==> config.mk <==
export PLATFORM = sky130hd
export DESIGN_NAME = rv32_multicycle_ctrl
export DESIGN_NICKNAME = d
export VERILOG_FILES = /design/src/rtl/rv_ctrl_pkg.sv /design/src/rtl/mc_timeout_ctr.sv /design/src/rtl/rv32_multicycle_ctrl.sv
export SDC_FILE = /design/constraint.sdc
export NUM_CORES = 1
export LEC_CHECK = 0
export CAP_MARGIN = 0
export CORE_ASPECT_RATIO = 1.4
export CORE_MARGIN = 2
export CORE_UTILIZATION = 30
export DETAILED_ROUTE_END_ITERATION = 8
export PLACE_DENSITY_LB_ADDON = 0.3
export SLEW_MARGIN = 40
export SYNTH_ARGS = -nofsm -noshare
export SYNTH_HDL_FRONTEND = slang
export SYNTH_HIERARCHICAL = 1
export SYNTH_SLANG_ARGS = --single-unit
==> constraint.sdc <==
create_clock -name clk -period 1.8 [get_ports clk]
set_input_delay 0.36 -clock clk [delete_from_list [all_inputs] [get_ports clk]]
set_output_delay 0.36 -clock clk [all_outputs]
set_load 0.1 [all_outputs]
==> src/rtl/rv_ctrl_pkg.sv <==
// rv_ctrl_pkg: state encoding, opcodes, datapath select codes and the decode dispatch shared by the multicycle control unit.
package rv_ctrl_pkg;
  typedef enum logic [3:0] {
    S_FETCH = 4'd0, S_DECODE, S_MEMADR, S_MEMREAD, S_MEMWB, S_MEMWRITE, S_EXECR, S_EXECI,
    S_ALUWB, S_BEQ, S_JAL, S_JALR1, S_JALR2, S_LUI, S_AUIPC, S_FAULT
  } state_e;
  localparam logic [6:0] OP_LW    = 7'b0000011;
  localparam logic [6:0] OP_SW    = 7'b0100011;
  localparam logic [6:0] OP_R     = 7'b0110011;
  localparam logic [6:0] OP_I     = 7'b0010011;
  localparam logic [6:0] OP_BEQ   = 7'b1100011;
  localparam logic [6:0] OP_JAL   = 7'b1101111;
  localparam logic [6:0] OP_JALR  = 7'b1100111;
  localparam logic [6:0] OP_LUI   = 7'b0110111;
  localparam logic [6:0] OP_AUIPC = 7'b0010111;
  localparam logic [1:0] SRCA_PC = 2'b00, SRCA_OLDPC = 2'b01, SRCA_RS1 = 2'b10, SRCA_ZERO = 2'b11;
  localparam logic [1:0] SRCB_RS2 = 2'b00, SRCB_IMM = 2'b01, SRCB_FOUR = 2'b10;
  localparam logic [1:0] RES_ALUOUT = 2'b00, RES_DATA = 2'b01, RES_ALURES = 2'b10;
  localparam logic [1:0] ALU_ADD = 2'b00, ALU_SUB = 2'b01, ALU_FUNCT = 2'b10;
  localparam logic [2:0] IMM_I = 3'b000, IMM_S = 3'b001, IMM_B = 3'b010, IMM_J = 3'b011, IMM_U = 3'b100;
  localparam logic [1:0] CAUSE_NONE = 2'b00, CAUSE_ILLEGAL = 2'b01, CAUSE_TIMEOUT = 2'b10;
  function automatic state_e dispatch(input logic [6:0] op, input bit en_jalr, input bit en_auipc);
    case (op)
      OP_LW, OP_SW: return S_MEMADR;
      OP_R:         return S_EXECR;
      OP_I:         return S_EXECI;
      OP_BEQ:       return S_BEQ;
      OP_JAL:       return S_JAL;
      OP_JALR:      return en_jalr ? S_JALR1 : S_FAULT;
      OP_LUI:       return S_LUI;
      OP_AUIPC:     return en_auipc ? S_AUIPC : S_FAULT;
      default:      return S_FAULT;
    endcase
  endfunction
endpackage

==> src/rtl/mc_timeout_ctr.sv <==
// mc_timeout_ctr: counts consecutive stalled memory cycles and flags the cycle that would reach MEM_TIMEOUT.
module mc_timeout_ctr #(
  parameter int MEM_TIMEOUT = 1
) (
  input  logic clk,
  input  logic reset,
  input  logic clear,
  input  logic count_en,
  output logic expired
);
  localparam int W = $clog2(MEM_TIMEOUT + 1);
  logic [W-1:0] cnt_q;
  always_ff @(posedge clk or posedge reset) begin
    if (reset) cnt_q <= '0;
    else if (clear) cnt_q <= '0;
    else if (count_en) cnt_q <= cnt_q + 1'b1;
  end
  // A ready in the threshold cycle drops count_en, so completion beats the timeout
  assign expired = count_en && (cnt_q == W'(MEM_TIMEOUT - 1));
endmodule

==> src/rtl/rv32_multicycle_ctrl.sv <==
// rv32_multicycle_ctrl: multicycle RV32I control FSM with memory handshake, optional timeout and sticky fault.
module rv32_multicycle_ctrl import rv_ctrl_pkg::*; #(
  parameter bit EN_JALR     = 1'b1,
  parameter bit EN_AUIPC    = 1'b1,
  parameter int MEM_TIMEOUT = 0
) (
  input  logic       clk,
  input  logic       reset,
  input  logic [6:0] opcode,
  input  logic       zero,
  input  logic       mem_ready,
  output logic       mem_req,
  output logic       MemWrite,
  output logic       AdrSrc,
  output logic       IRWrite,
  output logic       PCWrite,
  output logic       RegWrite,
  output logic [1:0] ResultSrc,
  output logic [1:0] ALUSrcA,
  output logic [1:0] ALUSrcB,
  output logic [1:0] ALUOp,
  output logic [2:0] ImmSrc,
  output logic       fault,
  output logic [1:0] fault_cause,
  output logic [3:0] state_dbg
);
  state_e state_q, state_d;
  logic [1:0] cause_q, cause_d;
  logic fault_q, expired, pc_update, branch;
  if (MEM_TIMEOUT > 0) begin : g_to
    mc_timeout_ctr #(.MEM_TIMEOUT(MEM_TIMEOUT)) u_to (
      .clk(clk), .reset(reset), .clear(state_d != state_q),
      .count_en(mem_req & ~mem_ready), .expired(expired)
    );
  end else begin : g_no_to
    assign expired = 1'b0;
  end
  always_comb begin
    state_d = state_q;
    cause_d = cause_q;
    case (state_q)
      S_FETCH:    state_d = mem_ready ? S_DECODE : S_FETCH;
      S_DECODE:   state_d = dispatch(opcode, EN_JALR, EN_AUIPC);
      S_MEMADR:   state_d = (opcode == OP_SW) ? S_MEMWRITE : S_MEMREAD;
      S_MEMREAD:  state_d = mem_ready ? S_MEMWB : S_MEMREAD;
      S_MEMWRITE: state_d = mem_ready ? S_FETCH : S_MEMWRITE;
      S_MEMWB, S_ALUWB, S_BEQ: state_d = S_FETCH;
      S_EXECR, S_EXECI, S_JAL, S_JALR2, S_LUI, S_AUIPC: state_d = S_ALUWB;
      S_JALR1:    state_d = S_JALR2;
      default:    state_d = state_q;
    endcase
    if (state_q == S_DECODE && state_d == S_FAULT) cause_d = CAUSE_ILLEGAL;
    if (expired) begin
      state_d = S_FAULT;
      cause_d = CAUSE_TIMEOUT;
    end
  end
  always_ff @(posedge clk or posedge reset) begin
    if (reset) begin
      state_q <= S_FETCH;
      cause_q <= CAUSE_NONE;
      fault_q <= 1'b0;
    end else begin
      state_q <= state_d;
      cause_q <= cause_d;
      fault_q <= fault_q | (state_d == S_FAULT);
    end
  end
  always_comb begin
    mem_req   = 1'b0;
    MemWrite  = 1'b0;
    AdrSrc    = 1'b0;
    IRWrite   = 1'b0;
    pc_update = 1'b0;
    branch    = 1'b0;
    RegWrite  = 1'b0;
    ResultSrc = RES_ALUOUT;
    ALUSrcA   = SRCA_PC;
    ALUSrcB   = SRCB_RS2;
    ALUOp     = ALU_ADD;
    ImmSrc    = IMM_I;
    case (state_q)
      S_FETCH: begin
        mem_req   = 1'b1;
        IRWrite   = mem_ready;
        pc_update = mem_ready;
        ALUSrcB   = SRCB_FOUR;
        ResultSrc = RES_ALURES;
      end
      S_DECODE: begin
        ALUSrcA = SRCA_OLDPC;
        ALUSrcB = SRCB_IMM;
        ImmSrc  = IMM_B;
      end
      S_MEMADR: begin
        ALUSrcA = SRCA_RS1;
        ALUSrcB = SRCB_IMM;
        ImmSrc  = (opcode == OP_SW) ? IMM_S : IMM_I;
      end
      S_MEMREAD: begin
        mem_req = 1'b1;
        AdrSrc  = 1'b1;
      end
      S_MEMWB: begin
        ResultSrc = RES_DATA;
        RegWrite  = 1'b1;
      end
      S_MEMWRITE: begin
        mem_req  = 1'b1;
        AdrSrc   = 1'b1;
        MemWrite = 1'b1;
      end
      S_EXECR: begin
        ALUSrcA = SRCA_RS1;
        ALUOp   = ALU_FUNCT;
      end
      S_EXECI: begin
        ALUSrcA = SRCA_RS1;
        ALUSrcB = SRCB_IMM;
        ALUOp   = ALU_FUNCT;
      end
      S_ALUWB: RegWrite = 1'b1;
      S_BEQ: begin
        ALUSrcA = SRCA_RS1;
        ALUOp   = ALU_SUB;
        branch  = 1'b1;
      end
      S_JAL, S_JALR2: begin
        ALUSrcA   = SRCA_OLDPC;
        ALUSrcB   = SRCB_FOUR;
        pc_update = 1'b1;
      end
      S_JALR1: begin
        ALUSrcA = SRCA_RS1;
        ALUSrcB = SRCB_IMM;
      end
      S_LUI: begin
        ALUSrcA = SRCA_ZERO;
        ALUSrcB = SRCB_IMM;
        ImmSrc  = IMM_U;
      end
      S_AUIPC: begin
        ALUSrcA = SRCA_OLDPC;
        ALUSrcB = SRCB_IMM;
        ImmSrc  = IMM_U;
      end
      default: ;
    endcase
  end
  assign PCWrite     = (branch & zero) | pc_update;
  assign fault       = fault_q;
  assign fault_cause = cause_q;
  assign state_dbg   = state_q;
endmodule

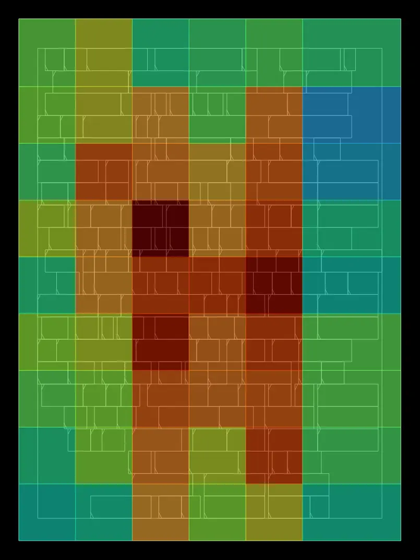
*Track usage over the die*
busiest layer in global routing: met2
Avg WL per Cell: 15.4 µm
GR Layer Usage met3: 4.30%
global-route track usage on met2: 40.3%

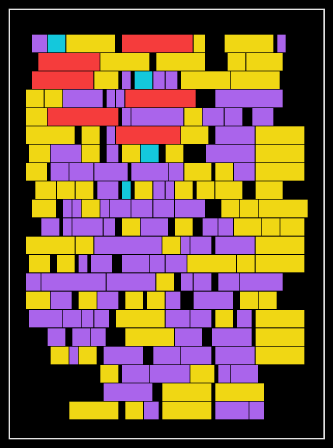
*Placed cells, one colour a class*
- sequential cells: red (cells 6; share of their area 8.3%)
- remaining logic cells: purple (cells 87; share of their area 43%)
- remaining buffers and delay cells: yellow (cells 76; share of their area 47%)
- clock drivers and dummy loads: cyan (cells 4; share of their area 1.3%)
Finished Core Util: 83.3%
area of the core region: 2390 µm²
standard-cell row count: 21
register share of the cell area: 8.17%

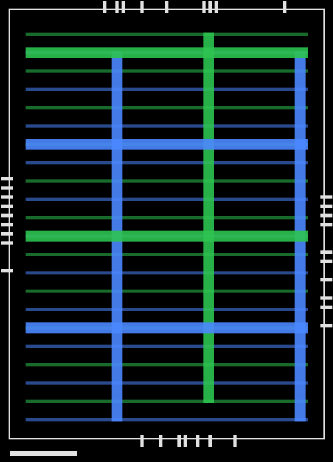
*PDN straps and rails*
Scale bar: 10 µm. Pins as bars on the die edge.
- VSS: blue
- VDD: green
- rows: 21
- met4 straps: 3
- met1 rails: 22

==> Changelog: implementation <==
## Implementation

* Met2 routed WL at 1940 µm
* R2R Path End: fault$_DFF_PP0_
* Instance count after placement with tap cells included at 185
* Filler cell count in the final layout at 118
* Final hold violation count at 0
* Iteration tally of the first detailed-router pass at 4
* Master cell of the clock root buffer: clkbuf_4
* Crit path cell chain: and2b_2 -> nor2_4 -> xnor2_1 -> o21ai_4 -> buf_12
* Compound-cell area share of the yosys netlist at 25.0%
* Xor+xnor area frac at 3.47%
* Violated checks: setup timing
* Max clock buf depth at 2
* Final critical-path setup slack at -0.201 ns
* Count of endpoints failing setup in the final report at 17
* Final std cells w/o fill at 207
* DIE AREA at 2950 µm²
* Weighted congestion at the end of routability-driven global placement at 0.810
* Critical Path Start: state_dbg[2]$_DFF_PP0_
* Clkbuf count at 4
* Synth Area per Inst at 7.72 µm²
* Post-synth tally of flip-flops with integrated enable at 0
* Fraction of synthesized cell area taken by the top area cell type at 19.8%
* Setup fix buffers added after clock tree synthesis at 11
* Run status: complete, but fails checks
* Number of sinks handled by clock tree synthesis at 6
* AND/OR/NAND/NOR Cells, Area Fraction at 40.3%
* Final antenna diode count at 0
* Detail Route Antenna Nets at 0
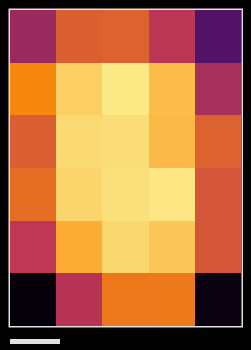
*Placement density heat map*
Scale bar: 10 µm. 5 x 6 tiles, from black (low) to pale yellow (high), 0 to 100% covered.
- fullest tile: 95%
- emptiest ninth of the die: bottom left
- nearly empty tiles: 3.3%
- mean over tiles: 66%
initial core utilization: 31.7%

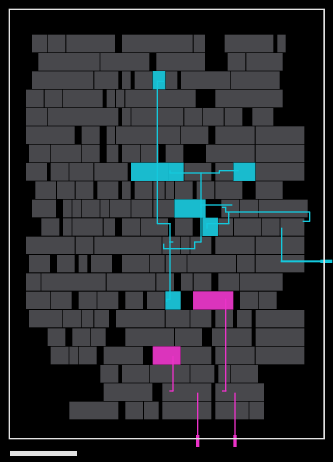
*Wires at chosen ports, followed through buffers*
Scale bar: 10 µm.
- ALUSrcB: magenta (bits 2; direction output; end cells 2; buffers 2; wire 32.2 µm)
- mem_ready: cyan (bits 1; direction input; end cells 7; buffers 3; wire 102 µm)

